--- config.mk ---
export PLATFORM = sky130hd
export DESIGN_NAME = frame_double_buffer
export DESIGN_NICKNAME = d
export VERILOG_FILES = /design/src/rtl/frame_double_buffer_pkg.sv /design/src/rtl/frame_double_buffer_raster_counter.sv /design/src/rtl/frame_double_buffer.sv
export SDC_FILE = /design/constraint.sdc
export NUM_CORES = 1
export LEC_CHECK = 0
export CORE_UTILIZATION = 55
export DETAILED_ROUTE_END_ITERATION = 16
export PLACE_DENSITY = 0.72
export SYNTH_ARGS = -nofsm -noshare
export SYNTH_HDL_FRONTEND = slang
export SYNTH_SLANG_ARGS = --single-unit
--- constraint.sdc ---
create_clock -name clk -period 2.8 [get_ports clk]
set_input_delay 0.7 -clock clk [delete_from_list [all_inputs] [get_ports clk]]
set_output_delay 0.7 -clock clk [all_outputs]
set_load 0.05 [all_outputs]
--- src/rtl/frame_double_buffer_pkg.sv ---
// Shared defaults, state encoding and helpers for the VGA frame double buffer.
package frame_double_buffer_pkg;

    localparam int unsigned FB_WIDTH      = 8;
    localparam int unsigned FB_HEIGHT     = 6;
    localparam int unsigned FB_PIXEL_SIZE = 3;

    typedef enum logic [1:0] {
        FbIdle  = 2'd0,
        FbClear = 2'd1,
        FbSwap  = 2'd2
    } fb_state_e;

    // Coordinate width for a dimension of n entries, never narrower than one bit.
    function automatic int unsigned coord_width(int unsigned n);
        return (n > 1) ? $clog2(n) : 1;
    endfunction

endpackage

--- src/rtl/frame_double_buffer_raster_counter.sv ---
// Raster-order x/y counter: x wraps at WIDTH-1 and carries into y.
// Shared between the buffer clear sequence and VGA timing.
module frame_double_buffer_raster_counter
    import frame_double_buffer_pkg::*;
#(
    parameter int unsigned WIDTH  = FB_WIDTH,
    parameter int unsigned HEIGHT = FB_HEIGHT,
    parameter int unsigned XW     = coord_width(WIDTH),
    parameter int unsigned YW     = coord_width(HEIGHT)
) (
    input  logic          clk,
    input  logic          resetn,
    input  logic          start,
    input  logic          en,
    output logic [XW-1:0] x,
    output logic [YW-1:0] y,
    output logic          last
);

    logic [XW-1:0] x_q, x_d;
    logic [YW-1:0] y_q, y_d;
    logic          x_end, y_end;

    assign x_end = (32'(x_q) == WIDTH - 1);
    assign y_end = (32'(y_q) == HEIGHT - 1);

    always_comb begin
        x_d = x_q;
        y_d = y_q;
        if (start) begin
            x_d = '0;
            y_d = '0;
        end else if (en) begin
            if (x_end) begin
                x_d = '0;
                y_d = y_end ? '0 : y_q + 1'b1;
            end else begin
                x_d = x_q + 1'b1;
            end
        end
    end

    always_ff @(posedge clk or negedge resetn) begin
        if (!resetn) begin
            x_q <= '0;
            y_q <= '0;
        end else begin
            x_q <= x_d;
            y_q <= y_d;
        end
    end

    assign x    = x_q;
    assign y    = y_q;
    assign last = x_end && y_end;

endmodule

--- src/rtl/frame_double_buffer.sv ---
// Double-buffered frame store: draw engine writes the back buffer, scan-out reads
// the front buffer, and the two swap only on a frame_start after a request.
module frame_double_buffer
    import frame_double_buffer_pkg::*;
#(
    parameter int unsigned            WIDTH       = FB_WIDTH,
    parameter int unsigned            HEIGHT      = FB_HEIGHT,
    parameter int unsigned            PIXEL_SIZE  = FB_PIXEL_SIZE,
    parameter logic [PIXEL_SIZE-1:0]  CLEAR_VALUE = '0,
    parameter int unsigned            XW          = coord_width(WIDTH),
    parameter int unsigned            YW          = coord_width(HEIGHT)
) (
    input  logic                  clk,
    input  logic                  resetn,
    input  logic                  wr_en,
    input  logic [XW-1:0]         wr_x,
    input  logic [YW-1:0]         wr_y,
    input  logic [PIXEL_SIZE-1:0] wr_data,
    output logic                  wr_ready,
    input  logic                  clear_req,
    input  logic                  swap_req,
    output logic                  swap_done,
    input  logic                  frame_start,
    input  logic [XW-1:0]         rd_x,
    input  logic [YW-1:0]         rd_y,
    output logic [PIXEL_SIZE-1:0] rd_data,
    output logic                  front_sel,
    output logic                  busy
);

    logic [PIXEL_SIZE-1:0] mem_q [2][HEIGHT][WIDTH];
    logic [PIXEL_SIZE-1:0] mem_d [2][HEIGHT][WIDTH];
    logic [PIXEL_SIZE-1:0] rd_data_q, rd_data_d;
    fb_state_e             state_q, state_d;
    logic                  front_sel_q, front_sel_d;
    logic                  swap_pend_q, swap_pend_d;
    logic                  swap_done_q, swap_done_d;

    logic                  back_sel;
    logic                  wr_accept;
    logic                  rd_in_range;
    logic                  cnt_start, cnt_en, cnt_last;
    logic [XW-1:0]         cnt_x;
    logic [YW-1:0]         cnt_y;

    frame_double_buffer_raster_counter #(
        .WIDTH  (WIDTH),
        .HEIGHT (HEIGHT),
        .XW     (XW),
        .YW     (YW)
    ) u_clear_cnt (
        .clk    (clk),
        .resetn (resetn),
        .start  (cnt_start),
        .en     (cnt_en),
        .x      (cnt_x),
        .y      (cnt_y),
        .last   (cnt_last)
    );

    assign back_sel    = ~front_sel_q;
    // Out-of-range writes are still accepted (wr_ready) but never touch storage.
    assign wr_accept   = wr_en && (state_q == FbIdle) &&
                         (32'(wr_x) < WIDTH) && (32'(wr_y) < HEIGHT);
    assign rd_in_range = (32'(rd_x) < WIDTH) && (32'(rd_y) < HEIGHT);

    always_comb begin
        state_d     = state_q;
        front_sel_d = front_sel_q;
        swap_pend_d = swap_pend_q;
        swap_done_d = 1'b0;
        cnt_start   = 1'b0;
        cnt_en      = 1'b0;
        mem_d       = mem_q;

        unique case (state_q)
            FbIdle: begin
                if (clear_req) begin
                    state_d     = FbClear;
                    cnt_start   = 1'b1;
                    swap_pend_d = swap_pend_q | swap_req;
                end else if (swap_req || swap_pend_q) begin
                    if (frame_start) begin
                        front_sel_d = ~front_sel_q;
                        swap_pend_d = 1'b0;
                        swap_done_d = 1'b1;
                    end else begin
                        state_d = FbSwap;
                    end
                end
            end
            FbClear: begin
                cnt_en                          = 1'b1;
                mem_d[back_sel][cnt_y][cnt_x]   = CLEAR_VALUE;
                swap_pend_d                     = swap_pend_q | swap_req;
                if (cnt_last) begin
                    state_d = swap_pend_d ? FbSwap : FbIdle;
                end
            end
            FbSwap: begin
                if (frame_start) begin
                    front_sel_d = ~front_sel_q;
                    swap_pend_d = 1'b0;
                    swap_done_d = 1'b1;
                    state_d     = FbIdle;
                end
            end
            default: state_d = FbIdle;
        endcase

        // back_sel uses the pre-swap front, so a write in the swap cycle lands
        // in the buffer that is about to become visible.
        if (wr_accept) begin
            mem_d[back_sel][wr_y][wr_x] = wr_data;
        end

        rd_data_d = '0;
        if (rd_in_range) begin
            rd_data_d = mem_q[front_sel_q][rd_y][rd_x];
        end
    end

    always_ff @(posedge clk or negedge resetn) begin
        if (!resetn) begin
            mem_q       <= '{default: '0};
            rd_data_q   <= '0;
            state_q     <= FbIdle;
            front_sel_q <= 1'b0;
            swap_pend_q <= 1'b0;
            swap_done_q <= 1'b0;
        end else begin
            mem_q       <= mem_d;
            rd_data_q   <= rd_data_d;
            state_q     <= state_d;
            front_sel_q <= front_sel_d;
            swap_pend_q <= swap_pend_d;
            swap_done_q <= swap_done_d;
        end
    end

    assign wr_ready  = (state_q == FbIdle);
    assign busy      = (state_q != FbIdle);
    assign rd_data   = rd_data_q;
    assign front_sel = front_sel_q;
    assign swap_done = swap_done_q;

endmodule

==> images/placement.png <==
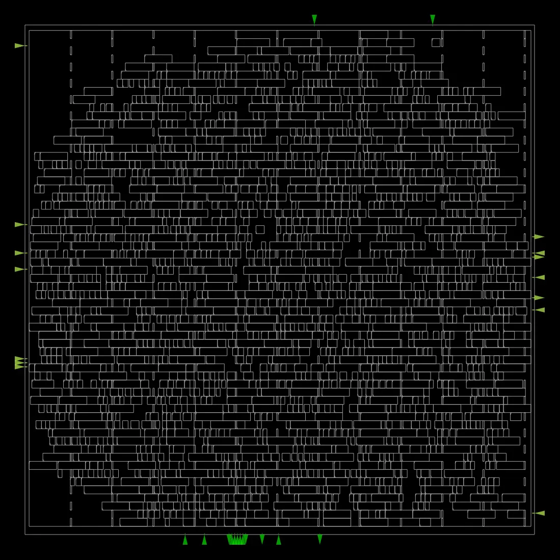
core area: 0.0279 mm²
well tap count: 378
sequential fraction of total cell area: 42.1%
final core utilization: 64.4%

==> images/sizes.png <==
Scale: 2 px per µm.
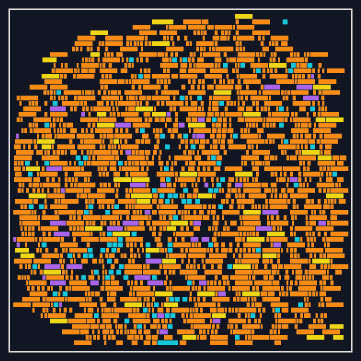
Purple is _2 cells, cells 49, most used mux4_2. Yellow is _6 and larger, cells 59, most used clkbuf_16. Cyan is _3 and _4 cells, cells 115, most used buf_4. Orange is _0 and _1 cells, cells 1,616, most used o21ai_0.
fin area: 0.0179 mm²
area grow syn2layout: 14.9%
Non-clk bufs: 152
Final WS setup: 0.153 ns

==> images/layer_met3.png <==
Scale: 1.5 px per µm. Cells faint in the background.
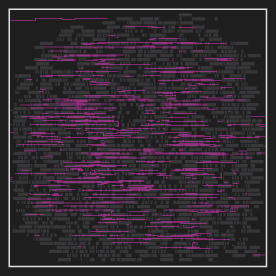
The wires run mostly horizontal. The longest straight run is 87.2 µm.
final wirelength: 50,300 µm
total number of vias: 14,100
met3 Use GR: 7.21%

==> summary.txt <==
fresh numbers from the pnr run: status=finished clean, #MultiIn Comb=1,316, Post-Syn Nets=1,785, Max-area cell share=48.4%, Metal-1 WL=20,400 µm, Flop Count=302, port bufs=27, Final Max Tran Viols=0, top cell type by total area after synthesis=dfrtp_1, Combinational Area=~0.0074 mm², Gate Count Post-Synth=1,758, Worst Hold Slack=between 0.1 and 0.15 ns, Pre-antenna DRT Iters=8, DP Area=approximately 0.017 mm², Setup CP Type=reg2out, chip area=0.0291 mm², Vias/cell=6.38, Tightest Pin Transition=0.892 ns, # DRC=0, clock tree buffer count of the final layout=48, crit path capture type=primary output, Post-CTS Resized=2, Top class by area=sequential cells, WL met3=4830 µm, top cells, area=dfrtp_1, o21ai_0, nand2_1, yosys cell count=1,758, IO Count=28, violation count after the first detailed-route iteration=1,771, Arrival @ worst endpoint=roughly 2.0 ns, global placement routability congestion=0.926, Main synth FF type=dfrtp_1, crit path max-delay cell type=dlygate4sd2_1, # Max-Cap Violations=0, Power Density=827 mW/mm², Setup Buffers After CTS=0, Hold Buf Count CTS=0
==> report_power, final <==
part | switching (µW) | internal, µW
Sequential | 776 | 5560
Combinational | 2420 | 1620
Clock | 1840 | 2610
Total | 5030 | 9800
==> worst paths after layout <==
check / startpoint / slack [ns] / depth (start not counted) / to
min reg2reg: mem_q[34] / 0.50 / 2 / mem_q[34]
max reg2reg: front_sel / 0.45 / 7 / rd_data[2]
max in group asynchronous: resetn / 1.87 / 2 / mem_q[239]
min: resetn / 0.14 / 1 / mem_q[145]
min in group clk: mem_q[34] / 0.50 / 2 / mem_q[34]
max: state_q[0] / 0.15 / 4 / busy
==> sequential cells by signal (all words and copies together), names as in the netlist <==
signal,flops
swap_done,1
front_sel,1
state_q,2
swap_pend_q,1
rd_data,3
u_clear_cnt.x,3
mem_q,288
u_clear_cnt.y,3
==> cells in the final DEF, fill, tap and decap left out, types with 5 or more instances in the layout <==
cell             Yosys  routed
a221oi_1             6       6
mux2_2              10      10
clkdlybuf4s50_1      0      19
clkbuf_1           100       8
inv_1               10      10
a32oi_1              7       7
mux4_2              19      19
ha_1                 6       6
nand3b_1            10      10
clkbuf_16            0      35
nand4_1              6       6
nor2_1             102     102
o21ai_0            547     547
nor2b_1              6       6
a21oi_1             19      19
nand3_1             53      53
buf_4                8     111
a22oi_1             30      30
nand2_1            299     299
mux2i_1             99      99
clkbuf_8             0       5
o21ai_1             10      10
nand2b_1            16      16
dfrtp_1            302     301
buf_12               0      15
==> logic make-up after synthesis <==
group	count (synthesis)	synth area share [%]
XOR/XNOR	2	0.112
buffers and inverters	140	4.20
adder cells (fa/ha/maj)	6	0.481
AND-OR/OR-AND	655	22.4
AND/OR/NAND/NOR	525	14.5
multiplexers	128	9.81
flip-flops	302	48.4
Power figures rest on the tool's default switching activity, not on a simulated workload.
